===== config.mk =====
export PLATFORM = sky130hd
export DESIGN_NAME = uart_rx_inst
export DESIGN_NICKNAME = d
export VERILOG_FILES = /design/src/rtl/uart_pkg.sv /design/src/rtl/uart_sync2.sv /design/src/rtl/uart_rx_inst.sv
export SDC_FILE = /design/constraint.sdc
export NUM_CORES = 1
export LEC_CHECK = 0
export CAP_MARGIN = 10
export CORE_MARGIN = 2
export CORE_UTILIZATION = 50
export CTS_CLUSTER_SIZE = 28
export DETAILED_ROUTE_END_ITERATION = 7
export PLACE_DENSITY = 0.7
export SETUP_SLACK_MARGIN = 0.2
export SYNTH_ARGS = -nofsm -noshare
export SYNTH_HDL_FRONTEND = slang
export SYNTH_SLANG_ARGS = --single-unit
export TNS_END_PERCENT = 10

===== constraint.sdc =====
create_clock -name clk -period 1.75 [get_ports clk]
set_input_delay 0.35 -clock clk [delete_from_list [all_inputs] [get_ports clk]]
set_output_delay 0.35 -clock clk [all_outputs]
set_load 0.02 [all_outputs]

===== src/rtl/uart_pkg.sv =====
// Shared UART definitions: receiver state encoding, default clock/baud
// constants (also used by the TX side) and the bit-counter width helper.
package uart_pkg;

  typedef enum logic [2:0] {
    IDLE   = 3'd0,
    START  = 3'd1,
    DATA   = 3'd2,
    PARITY = 3'd3,
    STOP   = 3'd4,
    BRK    = 3'd5
  } uart_state_t;

  localparam int DEF_CLK_FREQ     = 100000000;
  localparam int DEF_BAUD         = 1000000;
  localparam int DEF_CLKS_PER_BIT = DEF_CLK_FREQ / DEF_BAUD;

  function automatic int cnt_width(input int clks_per_bit);
    return $clog2(clks_per_bit);
  endfunction

  localparam int DEF_CNT_W = cnt_width(DEF_CLKS_PER_BIT);

endpackage


===== src/rtl/uart_sync2.sv =====
// Two-flop synchronizer for a single asynchronous bit; RST_VAL sets the
// value both flops take on reset (1 for an idle-high serial line).
module sync2 #(
  parameter logic RST_VAL = 1'b1
) (
  input  logic i_clk,
  input  logic i_rst,
  input  logic i_d,
  output logic o_q
);

  logic r_meta;
  logic r_sync;

  always_ff @(posedge i_clk) begin
    if (i_rst) begin
      r_meta <= RST_VAL;
      r_sync <= RST_VAL;
    end else begin
      r_meta <= i_d;
      r_sync <= r_meta;
    end
  end

  assign o_q = r_sync;

endmodule


===== src/rtl/uart_rx_inst.sv =====
// UART receiver (8N1) producing calculator instruction bytes with a one-cycle
// inst_vld strobe. Define UART_RX_PARITY_EN for 8E1 with even-parity checking.
module uart_rx_inst
  import uart_pkg::*;
#(
  parameter int CLK_FREQ     = DEF_CLK_FREQ,
  parameter int BAUD         = DEF_BAUD,
  parameter int CLKS_PER_BIT = CLK_FREQ / BAUD
) (
  input  logic       clk,
  input  logic       rst,
  input  logic       rx,
  output logic [7:0] inst_wd,
  output logic       inst_vld,
  output logic       frm_err,
  output logic       busy
);

  if (CLKS_PER_BIT < 4) begin : g_bad_cpb
    $error("uart_rx_inst: CLKS_PER_BIT must be at least 4");
  end

  localparam int CNT_W = cnt_width(CLKS_PER_BIT);
  localparam logic [CNT_W-1:0] CNT_LAST = CNT_W'(CLKS_PER_BIT - 1);
  localparam logic [CNT_W-1:0] CNT_HALF = CNT_W'(CLKS_PER_BIT / 2 - 1);

  uart_state_t      r_state, w_state_nx;
  logic [CNT_W-1:0] r_cnt, w_cnt_nx;
  logic [2:0]       r_idx, w_idx_nx;
  logic [7:0]       r_shift, w_shift_nx;
  logic [7:0]       r_wd, w_wd_nx;
  logic             r_vld, w_vld_nx;
  logic             r_err, w_err_nx;
  logic             w_rx_s;
  logic             w_frame_bad;

  sync2 #(.RST_VAL(1'b1)) u_sync (
    .i_clk (clk),
    .i_rst (rst),
    .i_d   (rx),
    .o_q   (w_rx_s)
  );

`ifdef UART_RX_PARITY_EN
  logic r_perr, w_perr_nx;

  always_ff @(posedge clk) begin
    if (rst) r_perr <= 1'b0;
    else     r_perr <= w_perr_nx;
  end

  assign w_frame_bad = r_perr;
`else
  assign w_frame_bad = 1'b0;
`endif

  always_ff @(posedge clk) begin
    if (rst) begin
      r_state <= IDLE;
      r_cnt   <= '0;
      r_idx   <= '0;
      r_shift <= '0;
      r_wd    <= 8'h00;
      r_vld   <= 1'b0;
      r_err   <= 1'b0;
    end else begin
      r_state <= w_state_nx;
      r_cnt   <= w_cnt_nx;
      r_idx   <= w_idx_nx;
      r_shift <= w_shift_nx;
      r_wd    <= w_wd_nx;
      r_vld   <= w_vld_nx;
      r_err   <= w_err_nx;
    end
  end

  always_comb begin
    w_state_nx = r_state;
    w_cnt_nx   = r_cnt;
    w_idx_nx   = r_idx;
    w_shift_nx = r_shift;
    w_wd_nx    = r_wd;
    w_vld_nx   = 1'b0;
    w_err_nx   = 1'b0;
`ifdef UART_RX_PARITY_EN
    w_perr_nx  = r_perr;
`endif
    case (r_state)
      IDLE: begin
        if (!w_rx_s) begin
          w_state_nx = START;
          w_cnt_nx   = '0;
        end
      end
      START: begin
        // Half-bit wait re-centres every later sample on mid-bit.
        if (r_cnt == CNT_HALF) begin
          w_cnt_nx = '0;
          w_idx_nx = '0;
          w_state_nx = w_rx_s ? IDLE : DATA;
        end else begin
          w_cnt_nx = r_cnt + CNT_W'(1);
        end
      end
      DATA: begin
        if (r_cnt == CNT_LAST) begin
          w_cnt_nx   = '0;
          w_shift_nx = {w_rx_s, r_shift[7:1]};
          if (r_idx == 3'd7) begin
`ifdef UART_RX_PARITY_EN
            w_state_nx = PARITY;
`else
            w_state_nx = STOP;
`endif
          end else begin
            w_idx_nx = r_idx + 3'd1;
          end
        end else begin
          w_cnt_nx = r_cnt + CNT_W'(1);
        end
      end
`ifdef UART_RX_PARITY_EN
      PARITY: begin
        if (r_cnt == CNT_LAST) begin
          w_cnt_nx   = '0;
          w_perr_nx  = ^{r_shift, w_rx_s};
          w_state_nx = STOP;
        end else begin
          w_cnt_nx = r_cnt + CNT_W'(1);
        end
      end
`endif
      STOP: begin
        if (r_cnt == CNT_LAST) begin
          w_cnt_nx = '0;
          if (!w_rx_s) begin
            w_err_nx   = 1'b1;
            w_state_nx = BRK;
          end else if (w_frame_bad) begin
            w_err_nx   = 1'b1;
            w_state_nx = IDLE;
          end else begin
            w_vld_nx   = 1'b1;
            w_wd_nx    = r_shift;
            w_state_nx = IDLE;
          end
        end else begin
          w_cnt_nx = r_cnt + CNT_W'(1);
        end
      end
      BRK: begin
        if (w_rx_s) w_state_nx = IDLE;
      end
      default: begin
        w_state_nx = IDLE;
        w_cnt_nx   = '0;
      end
    endcase
  end

  assign inst_wd  = r_wd;
  assign inst_vld = r_vld;
  assign frm_err  = r_err;
  assign busy     = (r_state != IDLE);

endmodule


==> results.cfg <==
; implementation run metrics
[power_and_ir_drop]
power.share.switching = 0.215
cellInternalPower_uw = 1130
finalPower_uw = 1440
power-top-group = registers
netSwitchingPower_uw = 309
power_leakage_uw = 0.000750

[final_layout]
inverters = 2
insertedDiodeCount = 0
largest_class = logic gates

[final_timing]
finalClockPeriodUsage = 0.961
clock.fmax_mhz = 595
slew-limit-headroom = 0.784
rsz0062_at_grt = yes

[clocking]
clockBufferDepth = 2
tritoncts_clock_tree = built

[yosys]
yosys.stat.seqShare = 0.452
syn-mean-instance-area_um2 = 9.55
ys_cells = 153
post_synth_instance_area_um2 = 1460
synthDominantAreaCellType = sky130_fd_sc_hd__dfxtp_1
post_synth_most_frequent_cells = sky130_fd_sc_hd__dfxtp_1 (33), sky130_fd_sc_hd__nor2_1 (27), sky130_fd_sc_hd__mux2i_1 (16), sky130_fd_sc_hd__a21oi_1 (7)
postSynthCellCount = 153
post_synthesis_async_set_or_reset_flop_share = 0

[detailed_routing]
topRoutingLayerUsed = met4
remaining_drc_errors = 0
route.layer.met1.wl_mm = 1.43

[grt]
met1_usage = 0.242
antenna_found_initial = 0
grt_use_met2 = 0.364

[worst_setup_path]
worstPathCellList = buf_4, and3b_2, or2_4, or4_1, a21oi_1
worst-endpoint-required_ps = 2020
ff2ff_path_depth = 5
critPathCapture = r_cnt[6]$_SDFFE_PP0P_

[floorplanning]
chipArea_um2 = 3370

[flow_run]
openroad.warnings = 30

[run_status]
outcome = finished, final reports clean
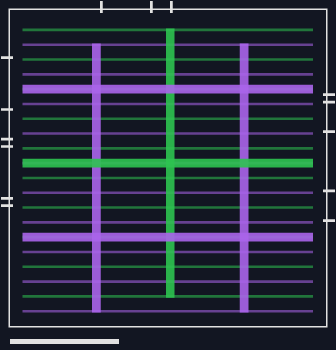
Fig. 1. Floorplan with the power grid.
Bar = 20 um. Pins as bars on the die edge.
Purple marks VSS. Green marks VDD.
20 met1 rails follow the rows. The core has 19 rows. 3 straps on met4.
die span in y: 58.1 um
peak ir drop on the vdd network: 0.638 mV
Floorplan Core Area: 2760 um^2
Die Width: 58.1 um

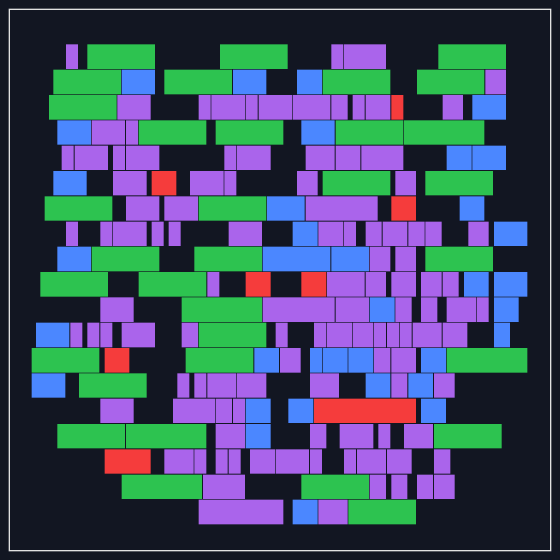
Fig. 2. Cells colored by class.
Red marks clock drivers and dummy loads, cells 8, share of their area 4.6%. Purple marks remaining logic cells, cells 112, share of their area 42%. Green marks registers, cells 33, share of their area 36%. Blue marks remaining buffers and delay cells, cells 35, share of their area 16%.
sequential cell area share: 0.357
number of rows created at floorplan: 19
final core area utilization: 0.689
Final Cell Area: 1900 um^2

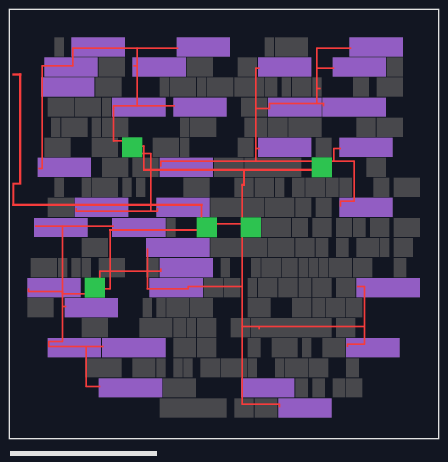
Fig. 3. Clock wires, drivers and flops.
Bar = 20 um.
Purple marks flip-flops, count 33. Red marks clock wires, length 409 um. Green marks clock-net drivers, count 5.
There are 6 routed clock nets. Position of the flops: all over the die.
relative contribution of the clock network to total power: 0.416
latest clock arrival within the worst-skew pair: 330 ps

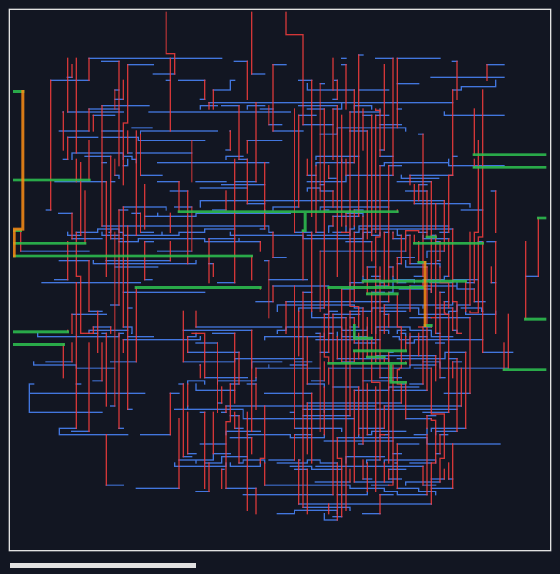
Fig. 4. Signal wires by layer.
Bar = 20 um.
Orange marks M4, wire length 25.4 um. Blue marks M1, wire length 1430 um. Green marks M3, wire length 172 um. Red marks M2, wire length 1640 um.
total number of vias: 1255
total wire length: 3.27 mm
aggregate global-route resource usage: 0.207
average wire length per cell after detail routing: 14.9 um

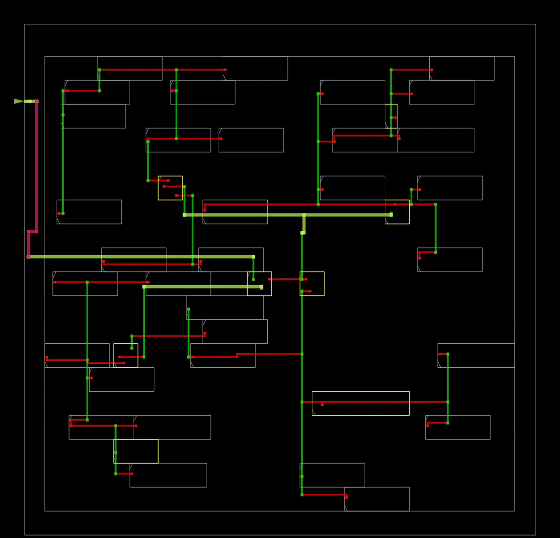
Fig. 5. Clock routing.
setup skew after layout: 9.87 ps
clock buffer instance count of the final layout: 7
clock buffer count from CTS: 5
total clock network power: 599 uW

Power is estimated from default activity; no workload was simulated.
